[config.mk]
export PLATFORM = sky130hd
export DESIGN_NAME = serial_sub4b
export DESIGN_NICKNAME = d
export VERILOG_FILES = /design/src/rtl/serial_sub4b_pkg.sv /design/src/rtl/serial_sub4b_full_subtractor.sv /design/src/rtl/serial_sub4b.sv
export SDC_FILE = /design/constraint.sdc
export NUM_CORES = 1
export LEC_CHECK = 0
export CAP_MARGIN = 25
export CORE_MARGIN = 2
export CORE_UTILIZATION = 45
export DETAILED_ROUTE_END_ITERATION = 10
export GPL_TIMING_DRIVEN = 0
export MAX_ROUTING_LAYER = met4
export PLACE_DENSITY = 0.75
export SYNTH_ARGS = -nofsm -noshare
export SYNTH_HDL_FRONTEND = slang
export SYNTH_SLANG_ARGS = --single-unit
[constraint.sdc]
create_clock -name clock -period 1.2 [get_ports clock]
set_input_delay 0.12 -clock clock [delete_from_list [all_inputs] [get_ports clock]]
set_output_delay 0.12 -clock clock [all_outputs]
set_load 0.05 [all_outputs]
[src/rtl/serial_sub4b_pkg.sv]
// ============================================================================
// serial_sub4b_pkg : shared FSM encoding and default width for serial_sub4b
// Revision 1.0
// ============================================================================
`default_nettype none

package serial_sub4b_pkg;

   localparam int N_DEFAULT = 4;

   typedef enum logic [1:0] {
      ST_IDLE = 2'd0,
      ST_RUN  = 2'd1,
      ST_DONE = 2'd2
   } state_t;

   // Counter must hold the value N without wrapping.
   function automatic int cnt_width(input int n);
      return (n < 1) ? 1 : $clog2(n + 1);
   endfunction

endpackage

`default_nettype wire

[src/rtl/serial_sub4b_full_subtractor.sv]
// ============================================================================
// full_subtractor : one-bit a - b - bin cell, purely combinational
// Revision 1.0
// ============================================================================
`default_nettype none

module full_subtractor (
   input  logic a,
   input  logic b,
   input  logic bin,
   output logic d,
   output logic bout
);

   assign d    = a ^ b ^ bin;
   assign bout = (~a & b) | (~(a ^ b) & bin);

endmodule

`default_nettype wire

[src/rtl/serial_sub4b.sv]
// ============================================================================
// serial_sub4b : bit-serial subtractor D = A - B, LSB first, one bit per clock
// Revision 1.0
// ============================================================================
`default_nettype none

module serial_sub4b
   import serial_sub4b_pkg::*;
#(
   parameter int N = N_DEFAULT
) (
   input  logic         clock,
   input  logic         reset,
   input  logic         start,
   input  logic [N-1:0] A,
   input  logic [N-1:0] B,
   output logic [N:0]   D,
   output logic         busy,
   output logic         done
);

   localparam int CNT_W = cnt_width(N);

   state_t             state;
   state_t             state_nx;
   logic [N-1:0]       a_sh;
   logic [N-1:0]       b_sh;
   logic               borrow;
   logic [CNT_W-1:0]   cnt;
   logic               diff_bit;
   logic               borrow_nx;
   logic               last_bit;

   full_subtractor u_fs (
      .a    (a_sh[0]),
      .b    (b_sh[0]),
      .bin  (borrow),
      .d    (diff_bit),
      .bout (borrow_nx)
   );

   assign last_bit = (cnt == CNT_W'(N - 1));

   always_ff @(posedge clock) begin
      if (reset) begin
         state <= ST_IDLE;
      end else begin
         state <= state_nx;
      end
   end

   always_comb begin
      state_nx = state;
      busy     = 1'b0;
      done     = 1'b0;
      case (state)
         ST_IDLE: begin
            if (start) state_nx = ST_RUN;
         end
         ST_RUN: begin
            busy = 1'b1;
            if (last_bit) state_nx = ST_DONE;
         end
         ST_DONE: begin
            done     = 1'b1;
            state_nx = ST_IDLE;
         end
         default: state_nx = ST_IDLE;
      endcase
   end

   // D right-shifts so the first (LSB) difference bit ends up at D[0].
   always_ff @(posedge clock) begin
      if (reset) begin
         a_sh   <= '0;
         b_sh   <= '0;
         borrow <= 1'b0;
         cnt    <= '0;
         D      <= '0;
      end else begin
         case (state)
            ST_IDLE: begin
               if (start) begin
                  a_sh   <= A;
                  b_sh   <= B;
                  borrow <= 1'b0;
                  cnt    <= '0;
               end
            end
            ST_RUN: begin
               a_sh   <= a_sh >> 1;
               b_sh   <= b_sh >> 1;
               borrow <= borrow_nx;
               cnt    <= cnt + 1'b1;
               if (last_bit) begin
                  D <= {borrow_nx, diff_bit, D[N-1:1]};
               end else begin
                  D <= {D[N], diff_bit, D[N-1:1]};
               end
            end
            default: ;
         endcase
      end
   end

endmodule

`default_nettype wire

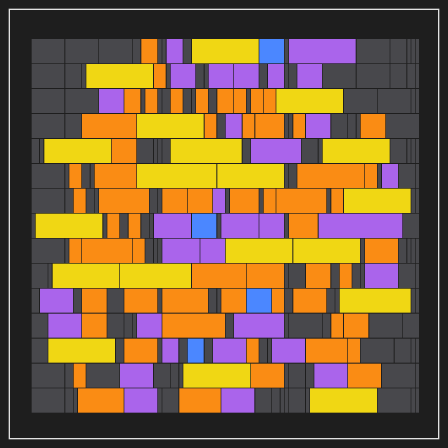
(cell classes on the final placement)
Fill, decap, tap and diode cells in grey.
Orange is all other logic, cells 59, share of their area 39%. Purple is other buffers and delay cells, cells 31, share of their area 25%. Blue is clock drivers and dummy loads, cells 4, share of their area 2.4%. Yellow is flops, cells 19, share of their area 33%.
register share of the cell area: 0.324
Non-Filler Cell Area, Final: 1200 um2
area of the core: 1730 um2
Placement Rows: 15

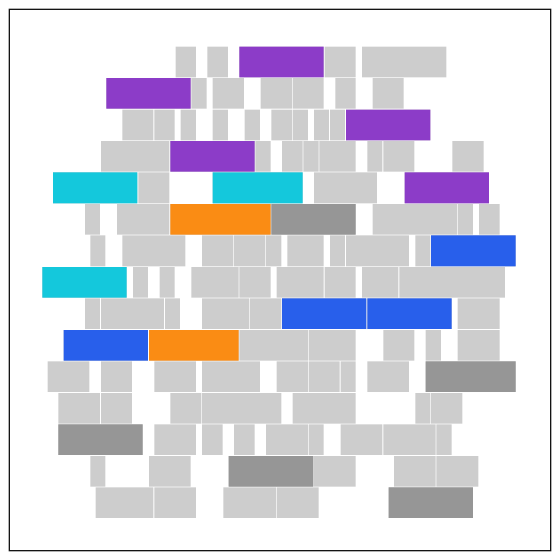
(where the registers sit)
Other sequential cells in the stronger grey, the rest of the logic in the fainter grey.
Orange is state, sequential cells 2. Cyan is cnt, sequential cells 3. Purple is D, sequential cells 5, where north. Blue is a_sh, sequential cells 4.
Another 5 sequential cells are not coloured.
sequential cell power: 688 uW
utilization after layout: 0.693

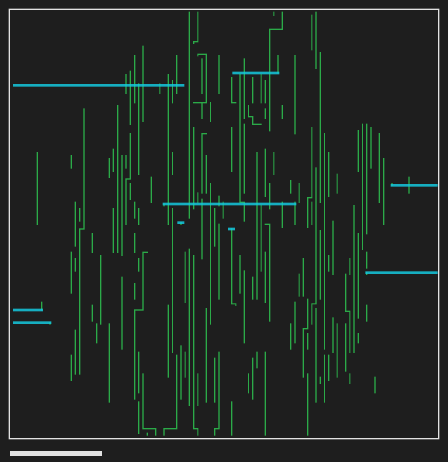
(wiring by layer)
Bar = 10 um. Only two layers are drawn.
Cyan is met3, wire length 57.3 um. Green is met2, wire length 896 um.
global router's overall resource usage: 0.180
DR vias: 693

how the worst min path moves through the flow:
| stage | startpoint | slack, ns | cells after the start | end |
|---|---|---|---|---|
| 2_1_floorplan | A[3] | 0.27 | 2 | a_sh[3] |
| 3_3_place_gp | D[0] | 0.44 | 2 | D[0] |
| 3_5_place_dp | reset | 0.45 | 2 | D[4] |
| 4_1_cts | reset | 0.12 | 2 | D[4] |
| 5_1_grt | reset | 0.14 | 2 | b_sh[2] |
| 6_report | reset | 0.14 | 2 | b_sh[2] |
sequential cells by signal, summed over array words and instances (netlist names):
register and cells:
D 5, b_sh 4, borrow 1, state 2, a_sh 4, cnt 3
Yosys cell counts:
cell type,n,share of area
nor2b_1,1,0.0077
inv_1,3,0.014
nor3b_1,1,0.0092
fa_1,1,0.024
dfxtp_1,19,0.46
mux2i_1,6,0.073
clkbuf_1,1,0.0046
a211oi_1,8,0.073
ha_1,2,0.031
buf_4,1,0.0092
o21ba_4,1,0.020
a311oi_2,1,0.018
a2bb2oi_1,2,0.021
nor2_1,13,0.060
nand2b_1,1,0.0077
nand2_1,9,0.041
o21bai_2,1,0.014
clkinv_4,1,0.011
a22oi_1,3,0.028
buf_6,2,0.028
clkbuf_2,1,0.0061
a21oi_1,4,0.024
a21oi_2,1,0.011
cells by family after synthesis:
group,count (synthesis),share of synthesized area
compound gates,21,0.209
buf+inv,9,0.0719
simple gates,25,0.125
mux,6,0.0734
fa+ha+maj,3,0.0550
flops,19,0.465
final cells by class:
class | count | area [um2]
Tap cell | 25 | 31.3
Buffer | 5 | 50.0
Multi-Input combinational cell | 55 | 428
Inverter | 4 | 27.5
Sequential cell | 19 | 388
Fill cell | 141 | 529
Clock inverter | 1 | 5.00
Clock buffer | 3 | 22.5
Timing Repair Buffer | 26 | 245
report_power, final:
| group | switching [uW] | internal [uW] | leakage [uW] | total, uW |
|---|---|---|---|---|
| sequential | 22.4 | 665 | 0.000157 | 688 |
| combinational | 136 | 150 | 0.000305 | 286 |
| clock | 208 | 124 | 0.0000177 | 332 |
| total | 366 | 940 | 0.000480 | 1310 |
worst max-delay path: cells and delay by family (launching register included):
family	cells	cell delay (ns)
buf+inv	3	0.34
flops	1	0.34
simple gates	1	0.11
metal layers:
layer,vias up,global-route usage,part of all wire
met2,9,0.275,0.50
met3,4,0.0235,0.032
met1,333,0.229,0.45
li1,347,-,-
met4,0,0.100,0.017
met5,-,-,0
stage by stage:
step	setup WS [ns]	setup TNS, ns	cell area, um2	cells
5_1_grt	-0.0693	-0.187	1200	138
3_3_place_gp	-0.414	-1.30	1010	124
3_5_place_dp	-0.415	-1.57	1010	124
4_1_cts	-0.0579	-0.0579	1100	131
2_1_floorplan	0.0992	0	821	83
6_report	-0.0199	-0.0288	1200	138
timing repair:
action                     in CTS  in global routing
pin swaps                       0                  2
gates cloned                    0                  1
gates resized                  36                 21
setup endpoints to repair       7                 15
buffers inserted                3                  6
==> summary.txt <==
Physical design

The top cell type in the final layout, fill and taps aside, is dfxtp_1. Wires add up to 1780 um. Total power normalized to cell area comes to 1090 nW/um2. The share of final-layout standard cells stronger than drive strength 1 stands at 0.372. The maximum ir drop on the vdd rail stands at 0.650 mV.

The number of pins with negative max-slew slack in the final report stands at 0. The average wire length per cell after detail routing stands at 12.9 um. In this run, distinct cell masters in the synthesized netlist total 23. Yosys printed 0 warnings.

The clock-pin slew reported for the worst setup and hold paths after clock tree synthesis stands at 0.11 ns. The worst relative slew slack stands at 0.697. Setup violations remaining at the end of the flow were counted as 2. The count of H-tree levels built during CTS stands at 1.

The number of nets in the synthesized netlist stands at 97. The report counts max-capacitance violations totalling 0. The slowest stage of the critical path belongs to the cell dfxtp_2. At the end of the flow, the number of nets in the layout was 128. The pin count of the biggest net entering global routing stands at 12.

The number of cells in Yosys stat stands at 83. The number of port buffers stands at 16. The tree is rooted in a clkbuf_4.

The number of nets with antenna violations after routing stands at 0. After synthesis the netlist holds a flip-flop and latch count of 19. The longest clock path from root to sink contains 2 buffers. Per STA, the endpoint of the critical path is busy. The DRC violation count after routing stands at 0. The leakage power stands at 0.000480 uW. The number of antenna violations at the first check in global routing stands at 0. The final timing summary puts the cycle share of the worst path at 1.02. The iteration count recorded for the first detailed-route pass is 4. The area of the synthesized netlist per yosys stat stands at 818 um2.

The flow ran to the end, but the final reports show violations. The cell area after synthesis stands at 818 um2. The first global-routing pass estimated 2660 um of wire.

The total design power stands at 1310 uW. The HPWL after detailed placement stands at 1130 um. Of the synthesized area, sequential elements account for 0.465. In this run, the number of DRC markers left after iteration 0 of detailed routing was 8. The quantity of hold-fixing buffers added after cts stands at 0. The number of global-route vias before repair stands at 621. In this build the clock could be raised as far as 820 MHz.

At the pin with the least slew margin, the transition time is 0.455 ns. The smallest setup slack after layout stands at -0.0199 ns. The setup slack of the most critical reg-to-reg path stands at 0.03 ns.

STA classifies the critical path startpoint as a flip-flop. The die is 46.6 um wide. The startpoint identified for the worst register-to-register timing path is state[1]. The synthesized netlist handed to floorplanning was reported with a cell count of 83. The worst clock skew stands at 0.00350 ns.

The count of inserted antenna diode cells stands at 0. TritonCTS created 3 clock buffers. The data required time of the critical path stands at 1.08 ns. The final reports fail on negative setup slack. The clock latency on the worst-skew pair stands at 0.30 ns. The die is 46.6 um tall. TritonCTS built the clock tree. After global routing the overflow that remains totals 0. The library cells used most frequently in the layout, excluding fill and tap cells, are 15 x dfxtp_1, 13 x nor2_1, 9 x nand2_1, 9 x clkdlybuf4s50_1, 9 x buf_4. The chip occupies 2180 um2.

Note that the worst hold path type here is input port to flip-flop. The starting density of the core stands at 0.474. The most critical hold endpoint after final layout shows a slack of 0.142 ns. The OpenROAD warning count stands at 28. Relative to the synthesized area, the layout overhead comes to 46.3%. The final timing report lists a hold violation count of 0. The routability congestion estimate stands at 0.747.

The number of clock sinks came to 19. The stage delay of the slowest cell on the critical path stands at 0.34 ns. Traced cell by cell, the critical path runs through nand2b_4 -> buf_6 -> clkinv_8 -> buf_12. Per the timing report, the most critical flop-to-flop path finishes at b_sh[2].
Power and IR drop assume default switching activity.
